m3.png
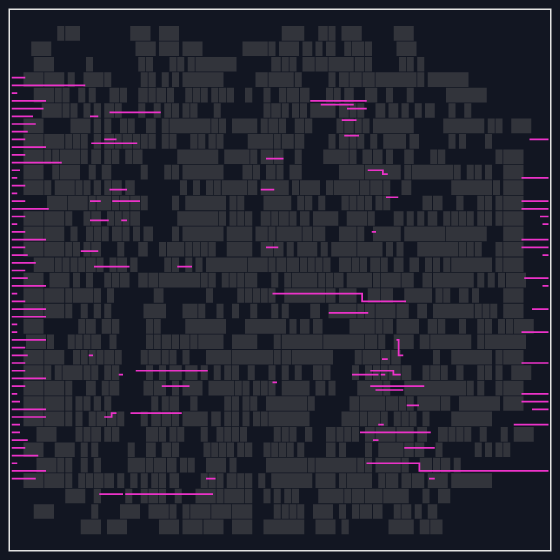
gates.png
The bar under the picture is 20 um long.
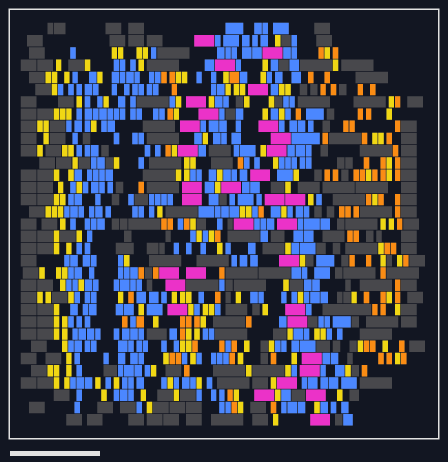
sizing.png
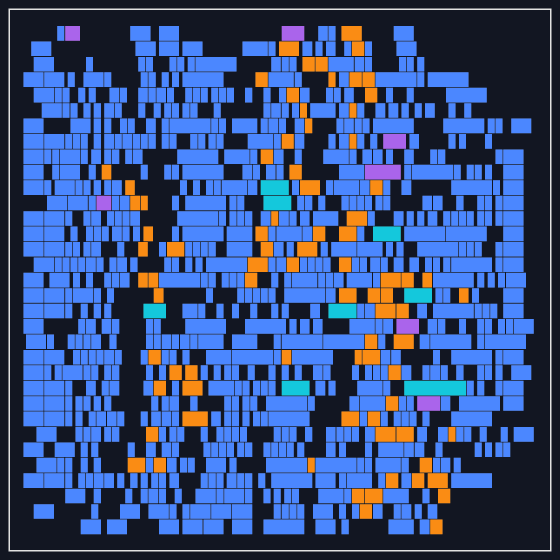
clock_wires.png
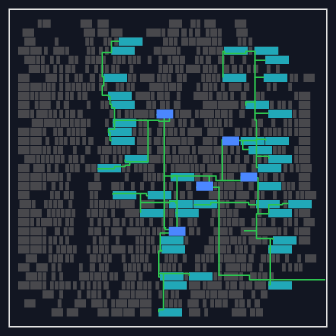
congestion_map.png
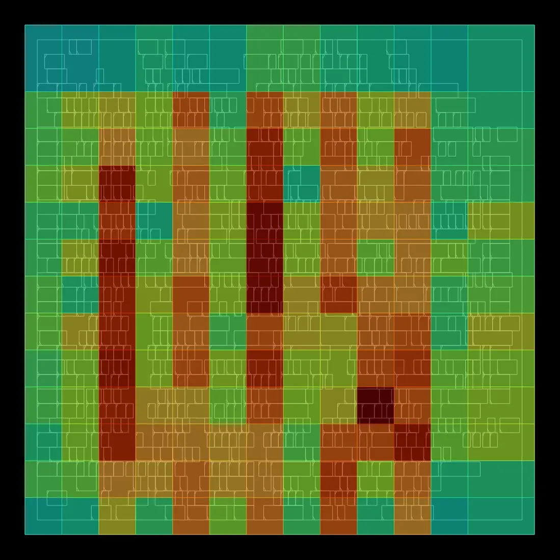
==> config.mk <==
export PLATFORM = sky130hd
export DESIGN_NAME = div5_arbiter
export DESIGN_NICKNAME = d
export VERILOG_FILES = /design/src/rtl/div5_arb_pkg.sv /design/src/rtl/div5_arbiter_rr_arbiter.sv /design/src/rtl/div_16_5.sv /design/src/rtl/div5_arbiter.sv
export SDC_FILE = /design/constraint.sdc
export NUM_CORES = 1
export LEC_CHECK = 0
export ABC_AREA = 1
export CORE_MARGIN = 2
export CORE_UTILIZATION = 52
export CTS_CLUSTER_DIAMETER = 80
export CTS_CLUSTER_SIZE = 16
export DETAILED_ROUTE_END_ITERATION = 7
export GPL_TIMING_DRIVEN = 0
export PLACE_DENSITY = 0.82
export RECOVER_POWER = 100
export SYNTH_ARGS = -nofsm -noshare
export SYNTH_HDL_FRONTEND = slang
export SYNTH_HIERARCHICAL = 1
export SYNTH_SLANG_ARGS = --single-unit
==> constraint.sdc <==
create_clock -name clk -period 14.55 [get_ports clk]
set_clock_uncertainty 0.15 [all_clocks]
set_input_delay 2.1825 -clock clk [delete_from_list [all_inputs] [get_ports clk]]
set_output_delay 2.1825 -clock clk [all_outputs]
set_load 0.01 [all_outputs]
==> flow_summary.ini <==
; flow metrics
[run_status]
outcome = finished clean

[grt]
grt_pass1_wl_um = 17600
first_global_vias = 4422
grt_max_degree = 14

[clocking]
cts_setup_buffers = 0
htreeDepth = 2
cts.repair.resized = 0
clkSinkCount = 42

[synth]
syn_area_mm2 = 0.00433
synth.logic.top_family = simple AND/OR/NAND/NOR gates
yosys_area_mm2 = 0.00433
synthMuxAreaShare_pct = 0
synthAdderAreaFrac_pct = 9.25
yosysWarnings = 6
ys_types = 27

[worst_setup_path]
setup.worst_path.start_class = flip-flop
crit_cells = 98
cpPeakStageDelay_ps = 350
critPathArrivalTime_ps = 12310
crit_required_ps = 14590
path_buffers = 12
path_delay_family = simple AND/OR/NAND/NOR gates
critPathKind = reg -> reg

[layout]
largest_reg_flops = 18
seq_area_share_pct = 15.5
biggestCellCategory = multi-input combinational cells
synthToLayoutAreaGrowth_pct = 25.4
drive_gt1_share_pct = 11.2
buf_share_pct = 19.7
final-clk-cell-share_pct = 2.07
n_all_inverters = 169
final-seq-area_um2 = 841
nClkBuffers = 6
seq_cells = 42

[drt]
drt-pass1-iter-count = 5
drc_errors = 0
vias_per_cell = 4.82

[die]
fp_util_pct = 53.2
core_mm2 = 0.00813
die-height_um = 95.2
nWellTaps = 105
std_cell_rows = 33

[sta]
final_hold_viol_count = 0
fmax_mhz = 81.5
slew_headroom_pct = 55.9

[min_path]
min_path_cells = 2

[placement]
gp_congestion = 0.997
-- m3.png (at the start) --
wire length on this layer: 474 um
nets with wire on the layer: 104
share of all routed wire: 4.6%
longest straight run: 22.6 um
via count: 4630
GR Layer Usage met3: 2.37%
routed wire length: 10400 um

-- gates.png (at the start) --
[blue] nand cells | cells: 346
[yellow] inv cells | cells: 169 | where: widely spread
[magenta] fa/ha/maj cells | cells: 32
[orange] nor cells | cells: 94
Top cell excl fill/tap: nand2_1
logic share of the area: 48.6%
Finished Layout Cells: 961

-- sizing.png (at the start) --
[purple] x3 and x4 | cells: 7 | share: 0.82%
[cyan] x6 and larger | cells: 8 | share: 0.93%
[orange] x2 | cells: 81 | share: 9.5%
[blue] x1 and smaller | cells: 760 | share: 89%
nonclk buf count: 119
fin area: 0.00543 mm2

-- clock_wires.png (at the start) --
[green] clock wires | length: 498 um
[cyan] flip-flops | count: 42
[blue] clock-net drivers | count: 5
routed clock nets: 6
Late-Pin Clk Latency: 300 ps

-- congestion_map.png (at the start) --
WL/cell: 10.8 um
Util after Layout: 66.7%
all-layer global routing usage: 23.5%
busiest grt layer: met2

==> cells in the mapped netlist (all sizes together) <==
library cell	number	area [um2]
nand2	249	1070
nand3	97	586
nor3	1	10.0
a31oi	1	12.5
nor2	93	373
o21bai	1	7.51
conb	1	3.75
buf	20	120
inv	169	634
a21oi	4	23.8
or2	7	43.8
dfxtp	42	841
o21ai	33	191
ha	32	400
clkbuf	4	15.0
==> layer usage <==
metal	global-route usage, %	vias to the layer above	wire length, um
met5	0	-	0
met4	7.00	0	191
met3	2.37	21	474
met2	45.7	150	5120
met1	26.5	2017	4600
li1	-	2442	-
==> placed cells by master, fill, tap and decap left out, drive strengths merged <==
cell type,count
clkbuf,16
dfxtp,42
nand3,97
bufinv,1
conb,1
inv,169
nor3,1
nor2,93
ha,32
dlygate4sd3,24
buf,14
or2,7
nand2,249
a21oi,4
clkdlybuf4s50,71
o21ai,33
a31oi,1
o21bai,1
==> stage by stage <==
step,worst slack [ps],hold slack [ps],area [um2],util [%]
floorplan,4360,290,4330,-
global placement,3750,313,5410,66.5
detailed placement,3040,320,5410,66.5
CTS,3010,335,5520,67.9
global route,1260,352,5430,66.7
finish,2280,332,5430,66.7
==> cells by family after synthesis <==
kind of cell / count (synthesis)
flops: 42
other cells: 1
buf+inv: 193
compound gates: 39
fa+ha+maj: 32
simple gates: 447
